<file path="src/rtl/axil_arbiter_wrr.sv">
// AXI-Lite write-channel arbiter: fixed priority, round robin or weighted round robin.
// Define AXIL_ARB_TIMEOUT_EN to add the response watchdog (TIMEOUT_CYCLES).
module axil_arbiter_wrr #(
    parameter int N_MASTER       = 4,
    parameter int MODE           = 1,
    parameter int WEIGHT_W       = 4,
    parameter int TIMEOUT_CYCLES = 1024,
    localparam int IDX_W         = N_MASTER > 1 ? $clog2(N_MASTER) : 1
) (
    input  logic                         aclk,
    input  logic                         aresetn,
    input  logic [N_MASTER-1:0]          request,
    input  logic [N_MASTER*WEIGHT_W-1:0] weight,
    output logic [N_MASTER-1:0]          grant,
    output logic                         grant_valid,
    output logic [IDX_W-1:0]             grant_idx,
    input  logic                         s_axil_bvalid,
    input  logic [N_MASTER-1:0]          m_axil_bready,
    output logic                         timeout_err,
    output logic [IDX_W-1:0]             timeout_idx
);

    typedef enum logic {IDLE, ACKN} state_e;

    state_e                state_q, state_d;
    logic [N_MASTER-1:0]   grant_q, grant_d;
    logic [IDX_W-1:0]      idx_q, idx_d;
    logic [IDX_W-1:0]      ptr_q, ptr_d;
    logic [WEIGHT_W-1:0]   credit_q, credit_d;
    logic [IDX_W-1:0]      win;
    logic                  found;
    logic [WEIGHT_W-1:0]   win_w;
    logic                  rsp_hs;
    logic                  burst;
    logic                  rel;

`ifdef AXIL_ARB_TIMEOUT_EN
    localparam int CNT_W = $clog2(TIMEOUT_CYCLES + 1);
    logic [CNT_W-1:0]      cnt_q, cnt_d;
    logic                  terr_q, terr_d;
    logic [IDX_W-1:0]      tidx_q, tidx_d;
`endif

    assign rsp_hs = (state_q == ACKN) && s_axil_bvalid
                    && m_axil_bready[idx_q];
    assign burst  = (MODE == 2) && (credit_q > WEIGHT_W'(1))
                    && request[idx_q];
    assign win_w  = weight[int'(win)*WEIGHT_W +: WEIGHT_W];

    // Rotating search starts just above the last released master.
    always_comb begin
        win   = '0;
        found = 1'b0;
        if (MODE == 0) begin
            for (int i = N_MASTER - 1; i >= 0; i--) begin
                if (request[i]) win = IDX_W'(i);
            end
        end else begin
            for (int k = 1; k <= N_MASTER; k++) begin
                if (!found && request[(int'(ptr_q) + k) % N_MASTER]) begin
                    found = 1'b1;
                    win   = IDX_W'((int'(ptr_q) + k) % N_MASTER);
                end
            end
        end
    end

    always_comb begin
        state_d  = state_q;
        grant_d  = grant_q;
        idx_d    = idx_q;
        ptr_d    = ptr_q;
        credit_d = credit_q;
        rel      = 1'b0;
`ifdef AXIL_ARB_TIMEOUT_EN
        cnt_d    = cnt_q;
        terr_d   = 1'b0;
        tidx_d   = tidx_q;
`endif
        unique case (state_q)
            IDLE: begin
                if (|request) begin
                    state_d      = ACKN;
                    grant_d      = '0;
                    grant_d[win] = 1'b1;
                    idx_d        = win;
                    credit_d     = (win_w == '0) ? WEIGHT_W'(1) : win_w;
`ifdef AXIL_ARB_TIMEOUT_EN
                    cnt_d        = '0;
`endif
                end
            end
            ACKN: begin
                if (rsp_hs) begin
                    if (burst) begin
                        credit_d = credit_q - WEIGHT_W'(1);
`ifdef AXIL_ARB_TIMEOUT_EN
                        cnt_d    = '0;
`endif
                    end else begin
                        rel = 1'b1;
                    end
                end
`ifdef AXIL_ARB_TIMEOUT_EN
                else if (cnt_q == CNT_W'(TIMEOUT_CYCLES - 1)) begin
                    rel    = 1'b1;
                    terr_d = 1'b1;
                    tidx_d = idx_q;
                end else begin
                    cnt_d = cnt_q + CNT_W'(1);
                end
`endif
                if (rel) begin
                    state_d = IDLE;
                    grant_d = '0;
                    idx_d   = '0;
                    ptr_d   = idx_q;
                end
            end
        endcase
    end

    always_ff @(posedge aclk) begin
        if (!aresetn) begin
            state_q  <= IDLE;
            grant_q  <= '0;
            idx_q    <= '0;
            ptr_q    <= IDX_W'(N_MASTER - 1);
            credit_q <= '0;
`ifdef AXIL_ARB_TIMEOUT_EN
            cnt_q    <= '0;
            terr_q   <= 1'b0;
            tidx_q   <= '0;
`endif
        end else begin
            state_q  <= state_d;
            grant_q  <= grant_d;
            idx_q    <= idx_d;
            ptr_q    <= ptr_d;
            credit_q <= credit_d;
`ifdef AXIL_ARB_TIMEOUT_EN
            cnt_q    <= cnt_d;
            terr_q   <= terr_d;
            tidx_q   <= tidx_d;
`endif
        end
    end

    assign grant       = grant_q;
    assign grant_valid = |grant_q;
    assign grant_idx   = idx_q;

`ifdef AXIL_ARB_TIMEOUT_EN
    assign timeout_err = terr_q;
    assign timeout_idx = tidx_q;
`else
    assign timeout_err = 1'b0;
    assign timeout_idx = '0;
`endif

endmodule

</file>
<file path="config.mk">
export PLATFORM = sky130hd
export DESIGN_NAME = axil_arbiter_wrr
export DESIGN_NICKNAME = d
export VERILOG_FILES = /design/src/rtl/axil_arbiter_wrr.sv
export SDC_FILE = /design/constraint.sdc
export NUM_CORES = 1
export LEC_CHECK = 0
export CAP_MARGIN = 20
export CORE_MARGIN = 4
export CORE_UTILIZATION = 34
export CTS_BUF_LIST = sky130_fd_sc_hd__clkbuf_4 sky130_fd_sc_hd__clkbuf_8
export DETAILED_ROUTE_END_ITERATION = 16
export HOLD_SLACK_MARGIN = 0.1
export PLACE_DENSITY_LB_ADDON = 0.05
export SKIP_LAST_GASP = 1
export SYNTH_ARGS = -nofsm -noshare
export SYNTH_HDL_FRONTEND = slang
export SYNTH_SLANG_ARGS = --single-unit
</file>
<file path="constraint.sdc">
create_clock -name aclk -period 1.6 [get_ports aclk]
set_input_delay 0.24 -clock aclk [delete_from_list [all_inputs] [get_ports aclk]]
set_output_delay 0.24 -clock aclk [all_outputs]
set_load 0.01 [all_outputs]
</file>
Fig. 1: zoomed window
Window x 22 to 47, y 0 to 25 um. Cells in gray, sequential cells in the stronger gray; small squares are vias.
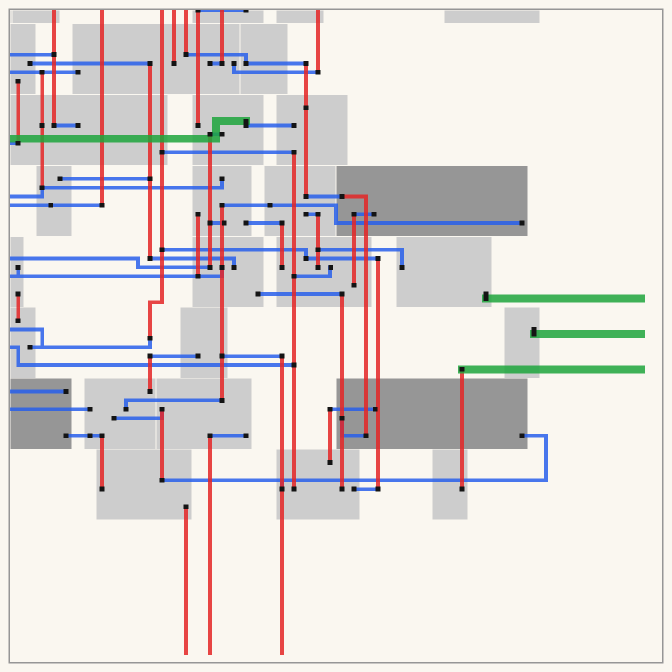
Key: met2 = red; met1 = blue; met3 = green
Sequential cells in the window: 2. Netlist names of flops here include grant (2). 21 logic cells have their middle in the window. Most frequent: clkdlybuf4s50_1 (3).

Fig. 2: metal layers overlaid
Only two layers are drawn.
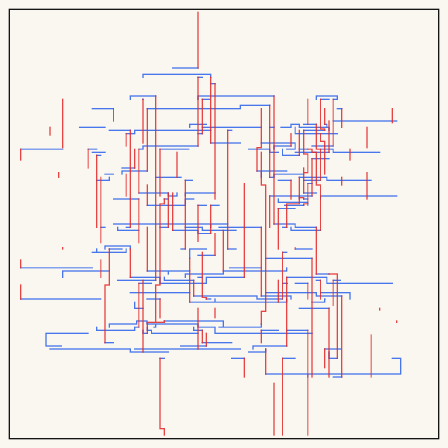
Key: met1 = blue [wire length 539 um]; met2 = red [wire length 513 um]
DR WL/cell: 12.28 um
gr usage total: 13.02%
final WL: 1167 um

-- through the flow --
step                util (%)  setup slack, ns
floorplan                  -           0.2656
global placement       54.59          -0.2143
detailed placement     54.59          -0.2114
CTS                    56.63         0.007207
global route           56.26         0.001165
finish                 56.26          0.05511
-- logic make-up (layout without fill, tap and decap cells) --
kind of cell           count (synthesis)  count (layout)
multiplexers                           4               4
AND-OR/OR-AND                         14              14
buffers and inverters                  5              30
other                                  1               3
flip-flops                             9               9
AND/OR/NAND/NOR                       20              20
-- state kept, by name, indices dropped and copies added, names as in the netlist --
register	count
ptr_q	2
grant	4
grant_idx	2
state_q	1
-- Yosys cell counts (2+ instances only) --
| cell | number | area [um^2] |
|---|---|---|
| dfxtp_1 | 9 | 180.2 |
| mux2i_1 | 4 | 40.04 |
| buf_4 | 3 | 22.52 |
| nand2_1 | 3 | 11.26 |
| a21oi_1 | 2 | 10.01 |
| a22o_2 | 2 | 20.02 |
| nand2b_1 | 2 | 12.51 |
| nand3_1 | 2 | 10.01 |
| nand3b_1 | 2 | 15.01 |
| nor2_1 | 2 | 7.510 |
| nor2b_1 | 2 | 12.51 |
| o2bb2ai_1 | 2 | 17.52 |
-- metal layers --
layer | vias up | GRT usage [%] | routed length, um
met3 | 0 | 5.859 | 115
met5 | - | 0 | 0
met1 | 217 | 16.28 | 538
met4 | 0 | 1.705 | 0
li1 | 244 | - | -
met2 | 19 | 20.88 | 513
-- layout make-up --
type	count	area [um^2]	area share [%]
multi-input cells	41	304.0	40.03
repair buffers	25	225.2	29.65
flip-flops and latches	9	180.2	23.72
clock buffers	3	22.52	2.965
well taps	15	18.77	2.471
clock inverters	1	5.005	0.6590
inverters	1	3.754	0.4942
==> reports/qor.csv <==
stage,metric,value,unit
outcome,outcome,completed,
synth,Post-Syn Area per Cell,9.561,um^2
timing,max frequency,0.6473,GHz
synth,Ys Warns,0,
die,Boundary Pins,37,
grt,antenna violations before repair,0,
cts,Worst-path clk slew,0.07,ns
worst_setup_path,stages on the worst setup path,5,
worst_setup_path,Worst Setup End Kind,register,
worst_setup_path,Crit path arrival time,1.76,ns
synth,Post-synth ARST share,0,%
timing,RSZ-0062 raised after global routing,false,
cts,H-tree depth,1,
synth,"EDFF count, synth",0,
synth,Yosys Chip Area,506.7,um^2
placement,dpl cells,91,
hold_path,Hold WC Path Type,reg2reg,
power_and_ir_drop,Power Total,0.0006212,W
placement,placed cell area,737.0,um^2
synth,Adder Area Share,0,%
power_and_ir_drop,Int Power,0.0004398,W
finish,final net count,108,
synth,Mux area share,7.901,%
hold_path,hold-critical path depth,1,
synth,"Seq share, synth",35.56,%
power_and_ir_drop,Logic power comb,0.000177,W
power_and_ir_drop,Power Clock,0.000186,W
power_and_ir_drop,PwrDens,817.9,nW/um^2
cts,CTS tree,built,
finish,antenna cells,0,
cts,# clock sinks,9,
Power is estimated from default activity; no workload was simulated.
